wire_density.png
37 x 37 tiles, from black (low) to pale yellow (high), scaled to the fullest tile. Values are wire area over tile area, all layers added.
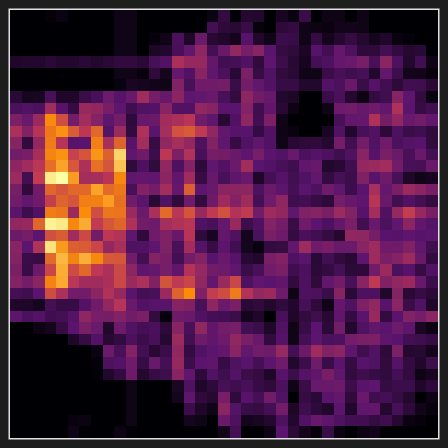
met1.png
Supply wires on this layer in grey.
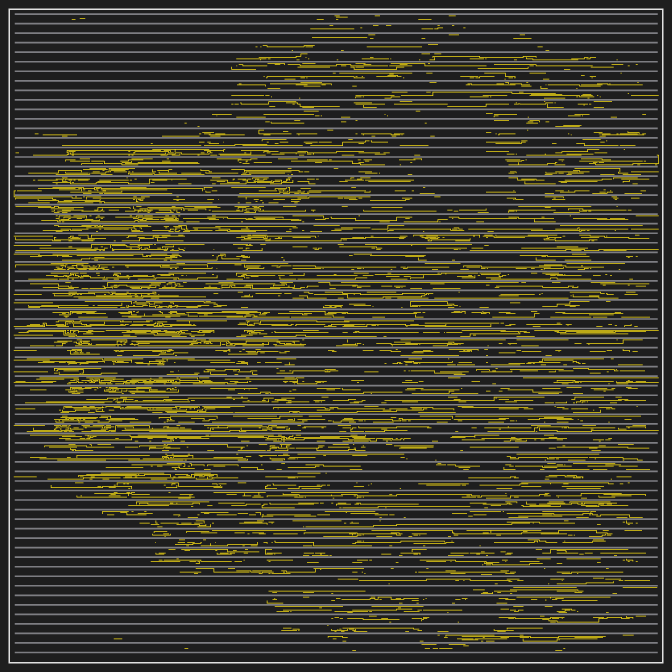
final_placement.png
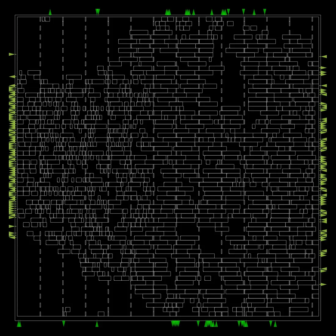
cell_classes.png
Scale bar: 50 um. Fill, decap, tap and diode cells in grey.
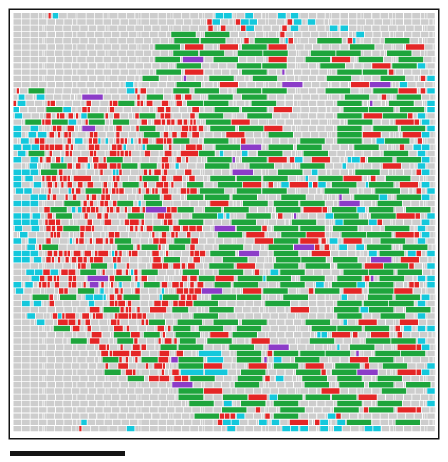
metal_stack.png
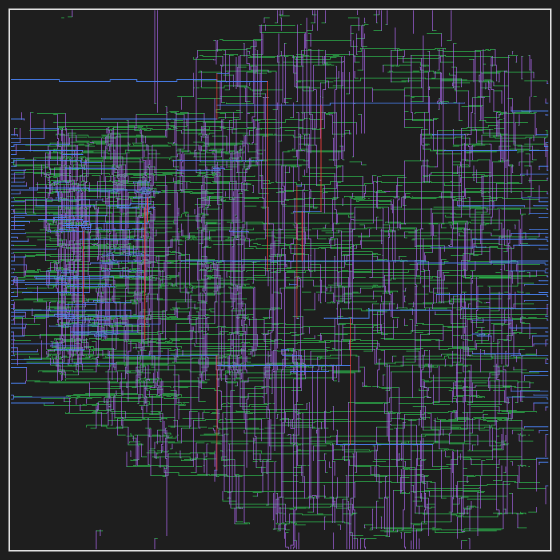
`src/rtl/inst_fetch_unit_pkg.sv`:
```
// rtl/inst_fetch_unit_pkg.sv - shared widths, reset PC, IFU state encodings and NOP word
package inst_fetch_unit_pkg;

    localparam int INST_WIDTH_DEFAULT = 32;
    localparam int ADDR_WIDTH_DEFAULT = 32;
    localparam logic [31:0] RESET_PC_DEFAULT = 32'h0000_0000;
    localparam logic [31:0] INST_NOP = 32'h0000_0013;

    typedef enum logic [1:0] {
        IDLE  = 2'd0,
        FETCH = 2'd1,
        DRAIN = 2'd2
    } ifu_state_t;

endpackage

```
`src/rtl/inst_fifo.sv`:
```
// rtl/inst_fifo.sv - synchronous FIFO with wrap-around pointers and flush
module inst_fifo #(
    parameter int DATA_WIDTH = 64,
    parameter int DEPTH      = 4
) (
    input  logic                         clk,
    input  logic                         reset,
    input  logic                         flush,
    input  logic                         push,
    input  logic [DATA_WIDTH-1:0]        push_data,
    input  logic                         pop,
    output logic [DATA_WIDTH-1:0]        pop_data,
    output logic                         full,
    output logic                         empty,
    output logic [$clog2(DEPTH):0]       count
);

    localparam int AW = $clog2(DEPTH);
    localparam int CW = AW + 1;

    logic [DATA_WIDTH-1:0] mem [DEPTH];
    logic [AW-1:0]         wr_ptr;
    logic [AW-1:0]         rd_ptr;
    logic                  do_push;
    logic                  do_pop;

    assign full     = (count == CW'(DEPTH));
    assign empty    = (count == '0);
    assign do_pop   = pop && !empty;
    // a push into a full FIFO is fine when the head leaves on the same edge
    assign do_push  = push && (!full || do_pop);
    assign pop_data = mem[rd_ptr];

    always_ff @(posedge clk) begin
        if (do_push && !flush) begin
            mem[wr_ptr] <= push_data;
        end
    end

    always_ff @(posedge clk) begin
        if (reset || flush) begin
            wr_ptr <= '0;
            rd_ptr <= '0;
            count  <= '0;
        end else begin
            if (do_push) begin
                wr_ptr <= wr_ptr + AW'(1);
            end
            if (do_pop) begin
                rd_ptr <= rd_ptr + AW'(1);
            end
            count <= count + CW'(do_push) - CW'(do_pop);
        end
    end

endmodule

```
`src/rtl/inst_fetch_unit.sv`:
```
// rtl/inst_fetch_unit.sv - in-order instruction fetch front end; IFU_BYPASS_EN adds empty-FIFO response bypass
module inst_fetch_unit
    import inst_fetch_unit_pkg::*;
#(
    parameter int INST_WIDTH      = INST_WIDTH_DEFAULT,
    parameter int ADDR_WIDTH      = ADDR_WIDTH_DEFAULT,
    parameter logic [ADDR_WIDTH-1:0] RESET_PC = ADDR_WIDTH'(RESET_PC_DEFAULT),
    parameter int FIFO_DEPTH      = 4,
    parameter int MAX_OUTSTANDING = 2
) (
    input  logic                  clk,
    input  logic                  reset,
    output logic                  imem_req_valid,
    input  logic                  imem_req_ready,
    output logic [ADDR_WIDTH-1:0] imem_addr,
    input  logic                  imem_rsp_valid,
    input  logic [INST_WIDTH-1:0] imem_rsp_data,
    input  logic                  redirect_valid,
    input  logic [ADDR_WIDTH-1:0] redirect_pc,
    output logic                  inst_valid,
    input  logic                  inst_ready,
    output logic [INST_WIDTH-1:0] inst,
    output logic [ADDR_WIDTH-1:0] inst_pc
);

    localparam int CW = $clog2(FIFO_DEPTH) + 1;
    localparam int OW = $clog2(MAX_OUTSTANDING + 1);
    localparam int DW = INST_WIDTH + ADDR_WIDTH;

    ifu_state_t            state, state_next;
    logic [ADDR_WIDTH-1:0] fetch_pc, rsp_pc, redirect_aligned;
    logic [OW-1:0]         outstanding, drop_cnt, drop_next, eff_out;
    logic                  req_fire, bypass;
    logic                  fifo_push, fifo_pop, fifo_full, fifo_empty;
    logic [CW-1:0]         fifo_count;
    logic [DW-1:0]         fifo_rdata;

    assign redirect_aligned = {redirect_pc[ADDR_WIDTH-1:2], 2'b00};
    assign eff_out          = outstanding - OW'(imem_rsp_valid);

    // credit check reserves a FIFO slot for every request in flight
    assign imem_req_valid = (state == FETCH) && !redirect_valid
                         && (int'(outstanding) < MAX_OUTSTANDING)
                         && (int'(outstanding) + int'(fifo_count) < FIFO_DEPTH);
    assign imem_addr      = fetch_pc;
    assign req_fire       = imem_req_valid && imem_req_ready;

`ifdef IFU_BYPASS_EN
    assign bypass = fifo_empty && (state == FETCH) && imem_rsp_valid;
`else
    assign bypass = 1'b0;
`endif

    assign inst_valid = !fifo_empty || bypass;
    assign inst       = !fifo_empty ? fifo_rdata[DW-1:ADDR_WIDTH]
                      : (bypass ? imem_rsp_data : '0);
    assign inst_pc    = !fifo_empty ? fifo_rdata[ADDR_WIDTH-1:0]
                      : (bypass ? rsp_pc : '0);

    assign fifo_pop  = !fifo_empty && inst_ready;
    assign fifo_push = (state == FETCH) && imem_rsp_valid && !redirect_valid
                    && !(bypass && inst_ready) && (!fifo_full || fifo_pop);

    inst_fifo #(
        .DATA_WIDTH (DW),
        .DEPTH      (FIFO_DEPTH)
    ) u_fifo (
        .clk       (clk),
        .reset     (reset),
        .flush     (redirect_valid),
        .push      (fifo_push),
        .push_data ({imem_rsp_data, rsp_pc}),
        .pop       (fifo_pop),
        .pop_data  (fifo_rdata),
        .full      (fifo_full),
        .empty     (fifo_empty),
        .count     (fifo_count)
    );

    always_comb begin
        state_next = state;
        drop_next  = drop_cnt;
        case (state)
            IDLE: state_next = FETCH;
            FETCH: begin
                if (redirect_valid && (eff_out != '0)) begin
                    state_next = DRAIN;
                    drop_next  = eff_out;
                end
            end
            DRAIN: begin
                drop_next = drop_cnt - OW'(imem_rsp_valid);
                if (drop_next == '0) begin
                    state_next = FETCH;
                end
            end
            default: state_next = IDLE;
        endcase
    end

    always_ff @(posedge clk) begin
        if (reset) begin
            state       <= IDLE;
            fetch_pc    <= RESET_PC;
            rsp_pc      <= RESET_PC;
            outstanding <= '0;
            drop_cnt    <= '0;
        end else begin
            state       <= state_next;
            drop_cnt    <= drop_next;
            outstanding <= outstanding + OW'(req_fire) - OW'(imem_rsp_valid);
            if (redirect_valid) begin
                fetch_pc <= redirect_aligned;
                rsp_pc   <= redirect_aligned;
            end else begin
                if (req_fire) begin
                    fetch_pc <= fetch_pc + ADDR_WIDTH'(4);
                end
                if ((state == FETCH) && imem_rsp_valid) begin
                    rsp_pc <= rsp_pc + ADDR_WIDTH'(4);
                end
            end
        end
    end

endmodule

```
`config.mk`:
```
export PLATFORM = sky130hd
export DESIGN_NAME = inst_fetch_unit
export DESIGN_NICKNAME = d
export VERILOG_FILES = /design/src/rtl/inst_fetch_unit_pkg.sv /design/src/rtl/inst_fifo.sv /design/src/rtl/inst_fetch_unit.sv
export SDC_FILE = /design/constraint.sdc
export NUM_CORES = 1
export LEC_CHECK = 0
export ABC_AREA = 0
export ABC_CLOCK_PERIOD_IN_PS = 3450
export CAP_MARGIN = 20
export CORE_MARGIN = 1
export CORE_UTILIZATION = 40
export CTS_CLUSTER_DIAMETER = 100
export CTS_CLUSTER_SIZE = 25
export DETAILED_ROUTE_END_ITERATION = 8
export GPL_TIMING_DRIVEN = 0
export PLACE_DENSITY = 0.62
export SLEW_MARGIN = 20
export SYNTH_ARGS = -nofsm -noshare
export SYNTH_HDL_FRONTEND = slang
export SYNTH_SLANG_ARGS = --single-unit
```
`constraint.sdc`:
```
create_clock -name clk -period 3.45 [get_ports clk]
set_input_delay 0.69 -clock clk [delete_from_list [all_inputs] [get_ports clk]]
set_output_delay 0.69 -clock clk [all_outputs]
set_load 0.005 [all_outputs]
```
==> flow_summary.json <==
{
  "comb_cells": 523,
  "dr_wl_met2_um": 14000,
  "power_clock_mw": 2.18,
  "overflow": 0,
  "ys_sh_aoi_pct": 5.41,
  "synthArstFlopShare_pct": 0,
  "endpoint_kind": "primary output",
  "place_ws_ns": -0.168,
  "hold_slack_ns": 0.534,
  "path_clk_slew_ns": 0.09,
  "fa_ha_area_share_pct": 1.35,
  "startpoint_type": "flip-flop",
  "cp_max_fo": 10,
  "clkbuf_count": 26,
  "met1_length_um": 14400,
  "status": "completed",
  "io_pins": 168,
  "synth.area.mux_share_pct": 10.7,
  "dr_wl_met3_um": 2270,
  "required_ns": 2.76,
  "rsz0062_at_grt": "no",
  "largest_register_ffs": 248,
  "ir_worst_vdd_v": 0.000255,
  "drv_cap": 0,
  "warnings": 31,
  "cpLargestDelayFamily": "buffers and inverters",
  "power.group.top": "registers",
  "clk_path_buf_depth": 3,
  "met2_usage_pct": 28.4,
  "hold_buffers": 0,
  "grt_pass1_wl_um": 47000,
  "syn_area_mm2": 0.0136,
  "yosys.area.top_type_share_pct": 54.9,
  "min_to": "drop_cnt[1]",
  "comb_area_share_pct": 26.3,
  "crit_chain": "buf_2 > mux4_2 > and2_1 > clkdlybuf4s50_1",
  "drt_iter0_drc": 626,
  "ys_seq_share_pct": 66.0,
  "crit_cells": 4,
  "finalPower_mw": 7.26,
  "num-nets-final": 1184,
  "yosys.cell_count.top_type": "edfxtp_1",
  "combinationalPower_mw": 0.689,
  "holdPathStages": 2,
  "place.gp.congestion": 0.894,
  "top_logic_kind": "simple AND/OR/NAND/NOR gates",
  "portBuffers": 160,
  "rr_endpoint": "outstanding[1]",
  "power_density_mw_per_mm2": 444,
  "tightest_slew_ns": 0.893,
  "grt_busiest_layer": "met2",
  "top_area_cell": "edfxtp_1",
  "switching_share_pct": 22.9,
  "seq_cell_count": 323
}
About wire_density.png:
- densest ninth of the die: west
- mean over tiles: 0.14
- tiles over half the peak: 7.2%
- emptiest ninth of the die: south-west
- nearly empty tiles: 16%
- fullest tile: 0.64
average wire per standard cell: 19.9 um
drt total wl: 31100 um
GRT Util Overall: 17.9%

About met1.png:
- main direction: horizontal
- share of all routed wire: 46%
- nets with wire on the layer: 1056
- wire length on this layer: 14400 um
DR vias: 8324
routing usage on met1: 26.0%

About final_placement.png:
Finished Core Util: 48.9%
tap cells: 448
# rows: 67
register share of the cell area: 54.7%

About cell_classes.png:
- other buffers and delay cells: cyan (cells 215; share of their area 12%)
- clock drivers and dummy loads: purple (cells 29; share of their area 3.1%)
- flip-flops: green (cells 323; share of their area 57%)
- all other logic: red (cells 543; share of their area 28%)
floorplan core area: 0.0334 mm^2
post-route cell area: 0.0164 mm^2

About metal_stack.png:
- met3: blue (wire length 2270 um)
- met1: green (wire length 14400 um)
- met4: red (wire length 341 um)
- met2: purple (wire length 14000 um)

